Fig. 1: routed clock nets over the placement
Drawn at 8 px/µm.
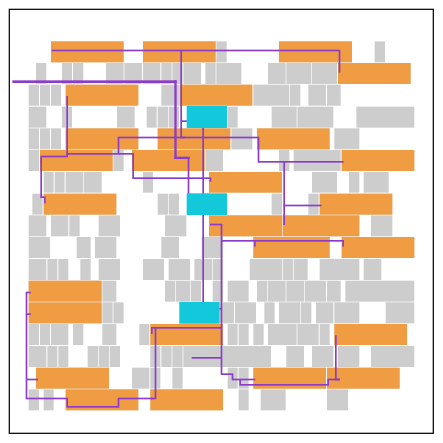
Fig. 2: routing congestion map
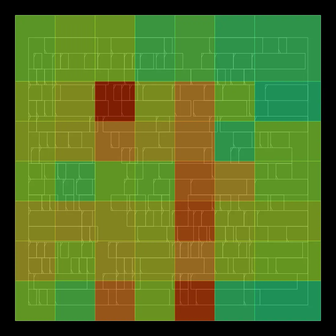
==> config.mk <==
export PLATFORM = sky130hd
export DESIGN_NAME = ctrl_unit
export DESIGN_NICKNAME = d
export VERILOG_FILES = /design/src/rtl/ctrl_pkg.sv /design/src/rtl/ctrl_unit_decoder.sv /design/src/rtl/ctrl_unit.sv
export SDC_FILE = /design/constraint.sdc
export NUM_CORES = 1
export LEC_CHECK = 0
export ABC_CLOCK_PERIOD_IN_PS = 1900
export CORE_MARGIN = 2
export CORE_UTILIZATION = 61
export CTS_BUF_LIST = sky130_fd_sc_hd__clkbuf_8 sky130_fd_sc_hd__clkbuf_16
export DETAILED_ROUTE_END_ITERATION = 16
export DONT_BUFFER_PORTS = 1
export GPL_ROUTABILITY_DRIVEN = 0
export PLACE_DENSITY = 0.77
export SLEW_MARGIN = 20
export SYNTH_ARGS = -nofsm -noshare
export SYNTH_HDL_FRONTEND = slang
export SYNTH_SLANG_ARGS = --single-unit
==> constraint.sdc <==
create_clock -name clk -period 1.9 [get_ports clk]
set_input_delay 0.19 -clock clk [delete_from_list [all_inputs] [get_ports clk]]
set_output_delay 0.19 -clock clk [all_outputs]
set_load 0.005 [all_outputs]
==> src/rtl/ctrl_pkg.sv <==
// Shared types and constants for the ctrl_unit multi-cycle control FSM.
// Optional JMP support is enabled by defining CTRL_JUMP_EN.
package ctrl_pkg;

    // Explicit encodings: these values are what state_out exposes.
    typedef enum logic [3:0] {
        INIT   = 4'd0,
        FETCH  = 4'd1,
        DECODE = 4'd2,
        NOOP   = 4'd3,
        STORE  = 4'd4,
        LOAD_A = 4'd5,
        LOAD_B = 4'd6,
        ADD    = 4'd7,
        SUB    = 4'd8,
`ifdef CTRL_JUMP_EN
        HALT   = 4'd9,
        JUMP   = 4'd10
`else
        HALT   = 4'd9
`endif
    } state_t;

    localparam logic [3:0] OP_NOOP  = 4'b0000;
    localparam logic [3:0] OP_STORE = 4'b0001;
    localparam logic [3:0] OP_LOAD  = 4'b0010;
    localparam logic [3:0] OP_ADD   = 4'b0011;
    localparam logic [3:0] OP_SUB   = 4'b0100;
    localparam logic [3:0] OP_HALT  = 4'b0101;
    localparam logic [3:0] OP_JMP   = 4'b0110;

    localparam logic [2:0] ALU_PASS_A = 3'b000;
    localparam logic [2:0] ALU_ADD    = 3'b001;
    localparam logic [2:0] ALU_SUB    = 3'b010;

    // State entered after DECODE; NOOP and unknown opcodes go straight back to FETCH.
    function automatic state_t decode_next(input logic [3:0] opcode);
        state_t nxt;
        case (opcode)
            OP_STORE: nxt = STORE;
            OP_LOAD:  nxt = LOAD_A;
            OP_ADD:   nxt = ADD;
            OP_SUB:   nxt = SUB;
            OP_HALT:  nxt = HALT;
`ifdef CTRL_JUMP_EN
            OP_JMP:   nxt = JUMP;
`endif
            default:  nxt = FETCH;
        endcase
        return nxt;
    endfunction

endpackage

==> src/rtl/ctrl_unit_decoder.sv <==
// Purely combinational Moore output decode: (state, IR) -> datapath controls.
// Nothing here depends on the live instruction bus, only on the registered IR.
module ctrl_unit_decoder
    import ctrl_pkg::*;
#(
    parameter int DADDR_W = 8,
    parameter int RADDR_W = 4
) (
    input  state_t              state,
    input  logic [15:0]         ir,
    output logic [DADDR_W-1:0]  d_addr,
    output logic                d_wr,
    output logic                rf_w_en,
    output logic [RADDR_W-1:0]  rf_w_addr,
    output logic [RADDR_W-1:0]  rf_ra_addr,
    output logic [RADDR_W-1:0]  rf_rb_addr,
    output logic [2:0]          alu_s,
    output logic                rf_s,
    output logic                halted
);

    always_comb begin
        // NOTE: every output gets a default before the case, so no path
        // through the block leaves a signal unassigned and no latch is inferred.
        d_addr     = '0;
        d_wr       = 1'b0;
        rf_w_en    = 1'b0;
        rf_w_addr  = '0;
        rf_ra_addr = '0;
        rf_rb_addr = '0;
        alu_s      = ALU_PASS_A;
        rf_s       = 1'b0;
        halted     = 1'b0;

        case (state)
            STORE: begin
                d_addr     = DADDR_W'(ir[11:4]);
                rf_ra_addr = RADDR_W'(ir[3:0]);
                d_wr       = 1'b1;
            end
            LOAD_A: begin
                d_addr = DADDR_W'(ir[11:4]);
            end
            LOAD_B: begin
                // Memory read issued in LOAD_A is valid now; steer it into Rd.
                d_addr    = DADDR_W'(ir[11:4]);
                rf_s      = 1'b1;
                rf_w_addr = RADDR_W'(ir[3:0]);
                rf_w_en   = 1'b1;
            end
            ADD, SUB: begin
                rf_ra_addr = RADDR_W'(ir[11:8]);
                rf_rb_addr = RADDR_W'(ir[7:4]);
                rf_w_addr  = RADDR_W'(ir[3:0]);
                alu_s      = (state == ADD) ? ALU_ADD : ALU_SUB;
                rf_w_en    = 1'b1;
            end
            HALT: begin
                halted = 1'b1;
            end
            default: ;
        endcase
    end

endmodule

==> src/rtl/ctrl_unit.sv <==
// Multi-cycle control unit: owns PC, IR and FSM state; outputs decoded from state+IR.
// Define CTRL_JUMP_EN to add the JMP instruction (opcode 0110) and its JUMP state.
module ctrl_unit
    import ctrl_pkg::*;
#(
    parameter int PC_W    = 8,
    parameter int DADDR_W = 8,
    parameter int RADDR_W = 4
) (
    input  logic                clk,
    input  logic                reset_n,
    input  logic [15:0]         instr,
    output logic [PC_W-1:0]     pc_addr,
    output logic [DADDR_W-1:0]  d_addr,
    output logic                d_wr,
    output logic                rf_w_en,
    output logic [RADDR_W-1:0]  rf_w_addr,
    output logic [RADDR_W-1:0]  rf_ra_addr,
    output logic [RADDR_W-1:0]  rf_rb_addr,
    output logic [2:0]          alu_s,
    output logic                rf_s,
    output logic                halted,
    output logic [15:0]         ir_out,
    output logic [3:0]          state_out
);

    state_t            state_q, state_d;
    logic [PC_W-1:0]   pc_q, pc_d;
    logic [15:0]       ir_q, ir_d;

    always_comb begin
        state_d = state_q;
        pc_d    = pc_q;
        ir_d    = ir_q;

        case (state_q)
            INIT:   state_d = FETCH;
            FETCH: begin
                ir_d    = instr;
                pc_d    = pc_q + PC_W'(1);
                state_d = DECODE;
            end
            DECODE: state_d = decode_next(ir_q[15:12]);
            LOAD_A: state_d = LOAD_B;
            HALT:   state_d = HALT;
`ifdef CTRL_JUMP_EN
            JUMP: begin
                pc_d    = ir_q[PC_W-1:0];
                state_d = FETCH;
            end
`endif
            // STORE, LOAD_B, ADD, SUB (and the unused NOOP code) all finish here.
            default: state_d = FETCH;
        endcase
    end

    // NOTE: state registers use non-blocking assignments so every flop samples
    // the pre-edge values of the others, independent of statement order.
    always_ff @(posedge clk or negedge reset_n) begin
        if (!reset_n) begin
            state_q <= INIT;
            pc_q    <= '0;
            ir_q    <= '0;
        end else begin
            state_q <= state_d;
            pc_q    <= pc_d;
            ir_q    <= ir_d;
        end
    end

    ctrl_unit_decoder #(
        .DADDR_W (DADDR_W),
        .RADDR_W (RADDR_W)
    ) u_decoder (
        .state      (state_q),
        .ir         (ir_q),
        .d_addr     (d_addr),
        .d_wr       (d_wr),
        .rf_w_en    (rf_w_en),
        .rf_w_addr  (rf_w_addr),
        .rf_ra_addr (rf_ra_addr),
        .rf_rb_addr (rf_rb_addr),
        .alu_s      (alu_s),
        .rf_s       (rf_s),
        .halted     (halted)
    );

    assign pc_addr   = pc_q;
    assign ir_out    = ir_q;
    assign state_out = state_q;

endmodule

==> impl_metrics.ini <==
; flow metrics
[global_routing]
overflow = 0
grt_pass1_wl_mm = 5.04
grt_max_degree = 29
grt_pass1_vias = 1127

[place]
pre_cts_ws_ns = 0.165
place_area_um2 = 1510
port_buffers = 0

[synthesis]
synth_chip_area_um2 = 1450
synth_top_area_share = 0.482
yosysWarnings = 0
ys_types = 32
synthArstFlopShare = 1.00
top_logic_kind = simple AND/OR/NAND/NOR gates
syn_inst = 165
adder_share = 0.00861
top_cell = nand2_1
ys.flops = 28
edf_count = 0
synth_area_per_cell_um2 = 8.81
synth_top_cell_by_area = dfrtp_1
compound_area_frac = 0.0637
xor_share = 0.0482
ys_sh_mux = 0
fp_nets = 184
yosys.area_share.simple = 0.353

[sta]
finalCritPeriodShare = 0.955
fin_crit_ns = 1.81
worst_pin_slew_ns = 0.557
fin_ws_ns = 0.0857
setup_tns_ns = 0
holdWs_ns = 0.0155
final-setup-viol-count = 0
finalHoldViolCount = 0
rsz0062_at_grt = true
clock-skew-final_ns = 0.00161

[cts]
insertion_delay_ns = 0.27
ctsRootBufferMaster = clkbuf_8
clk_path_buf_depth = 2
clk_pin_slew_ns = 0.10
htree_num_levels = 1

[critical_path]
crit_fanout = 6
arrival_ns = 1.62
crit_cells = 3
crit_required_ns = 1.71
cpPeakStageDelay_ns = 0.47
cpLargestDelayFamily = simple AND/OR/NAND/NOR gates
critPathBufInv = 0
worst_setup_path_start_kind = flip-flop
cp_cell_sequence = nor4b_4 -> o21bai_1 -> and2_1
rr_worst_depth = 3

[worst_hold_path]
hold_class = input pin to flip-flop
whs_path_depth = 2

[die]
die_x_um = 52.8
core-area_um2 = 2230
ios = 73
chipArea_um2 = 2790

[power]
p_int_mw = 1.73
total_power_mw = 3.13
swShare = 0.446
vdd_drop_max_uv = 1160
p_comb_frac = 0.438
p_leak_nw = 0.767
clkPwrFrac = 0.150
p_per_area_nw_per_um2 = 1930
power_frac_seq = 0.411

[routing]
drc = 0
detail_route.wl_per_cell_um = 16.3
ant_nets = 0
drt-total-wl_mm = 3.24
vias_per_cell = 5.77

[finish]
drive_gt1_frac = 0.135
syn_to_final_growth_pct = 11.7

[outcome]
outcome = completed

[run]
max_cap_viol_count = 0
Notes on Fig. 1 above:
[cyan] cells driving clock nets | count: 3
[purple] clock wires | length: 325 µm
[orange] flip-flops | count: 28
routed clock nets: 4
flops lie: widely spread

Notes on Fig. 2 above:
global route hottest layer: met2
GRT Overall Usage: 0.245
met1 Usage GRT: 0.324

## layer usage
layer | GRT usage | vias to the layer above | wire length, µm
li1 | - | 544 | -
met1 | 0.324 | 552 | 1370
met2 | 0.404 | 51 | 1630
met3 | 0.0514 | 2 | 237
met4 | 0.0684 | 0 | 9
met5 | 0 | - | 0
## path summary, 6_finish.rpt
kind | start | to | slack (ns)
worst max register to register | state_out[2]$_DFF_PN0_ | pc_addr[7]$_DFFE_PN0P_ | 0.17
worst min-delay path | instr[6] | ir_out[6]$_DFFE_PN0P_ | 0.02
worst max-delay path | state_out[0]$_DFF_PN0_ | rf_rb_addr[3] | 0.09
min in group asynchronous | reset_n | pc_addr[4]$_DFFE_PN0P_ | 0.36
worst min register to register | pc_addr[7]$_DFFE_PN0P_ | pc_addr[7]$_DFFE_PN0P_ | 0.52
max in group asynchronous | reset_n | state_out[1]$_DFF_PN0_ | 1.37
## cell usage in the layout, fill, tap and decap left out
cell            n
nor2_2          1
nor4b_4         1
or3b_1          1
nor4bb_1        1
buf_4           9
nand2b_1        1
nor2b_1         1
nand2_1        62
o21ai_0         4
and2_1         17
o21bai_2        1
nor4b_2         1
o22ai_1         2
nor4_2          1
nor3b_1         1
inv_1           1
nor4_1          1
clkbuf_8        3
dfrtp_1        26
or4b_4          1
buf_12          1
nand4_1         2
nor3_1          3
dlygate4sd3_1   1
nand3_1         1
o21bai_1        2
ha_1            1
conb_1          1
xnor2_1         5
a22oi_1         5
or4_1           1
nor2_1          5
xor2_1          3
dfrtp_2         2
nor3_4          1
bufinv_16       1
## cell families (layout without fill, tap and decap cells)
group	Yosys count	after routing
AND-OR/OR-AND	14	14
adder cells (fa/ha/maj)	1	1
AND/OR/NAND/NOR	103	103
other	1	1
buffers and inverters	10	16
flip-flops	28	28
XOR/XNOR	8	8
## power by group through the flow
stage                     clock network [mW]  registers, mW  logic, mW
after floorplan                            0           1.17       1.08
after global placement                     0           1.27       1.28
after detailed placement                   0           1.29       1.34
after CTS                              0.474           1.29       1.38
after global routing                   0.504           1.34       1.55
final                                  0.470           1.29       1.37
## flip-flops by register name, indices dropped and copies added (netlist names)
name,flops
ir_out,16
pc_addr,8
state_out,4
## layout make-up
class	instances	area, µm²
multi-input combinational	127	713
sequential	28	703
fill	178	609
timing repair buffer	11	97.6
clock buffer	3	41.3
tap	28	35.0
clock inverter	1	30.0
inverter	1	3.75
## timing repair
item	4_1_cts	5_1_grt
hold buffers	2	0
hold endpoints to repair	28	0
setup endpoints to repair	17	21
setup buffers	0	0
resized	2	3
pin swaps	0	1
Power and IR drop assume default switching activity.
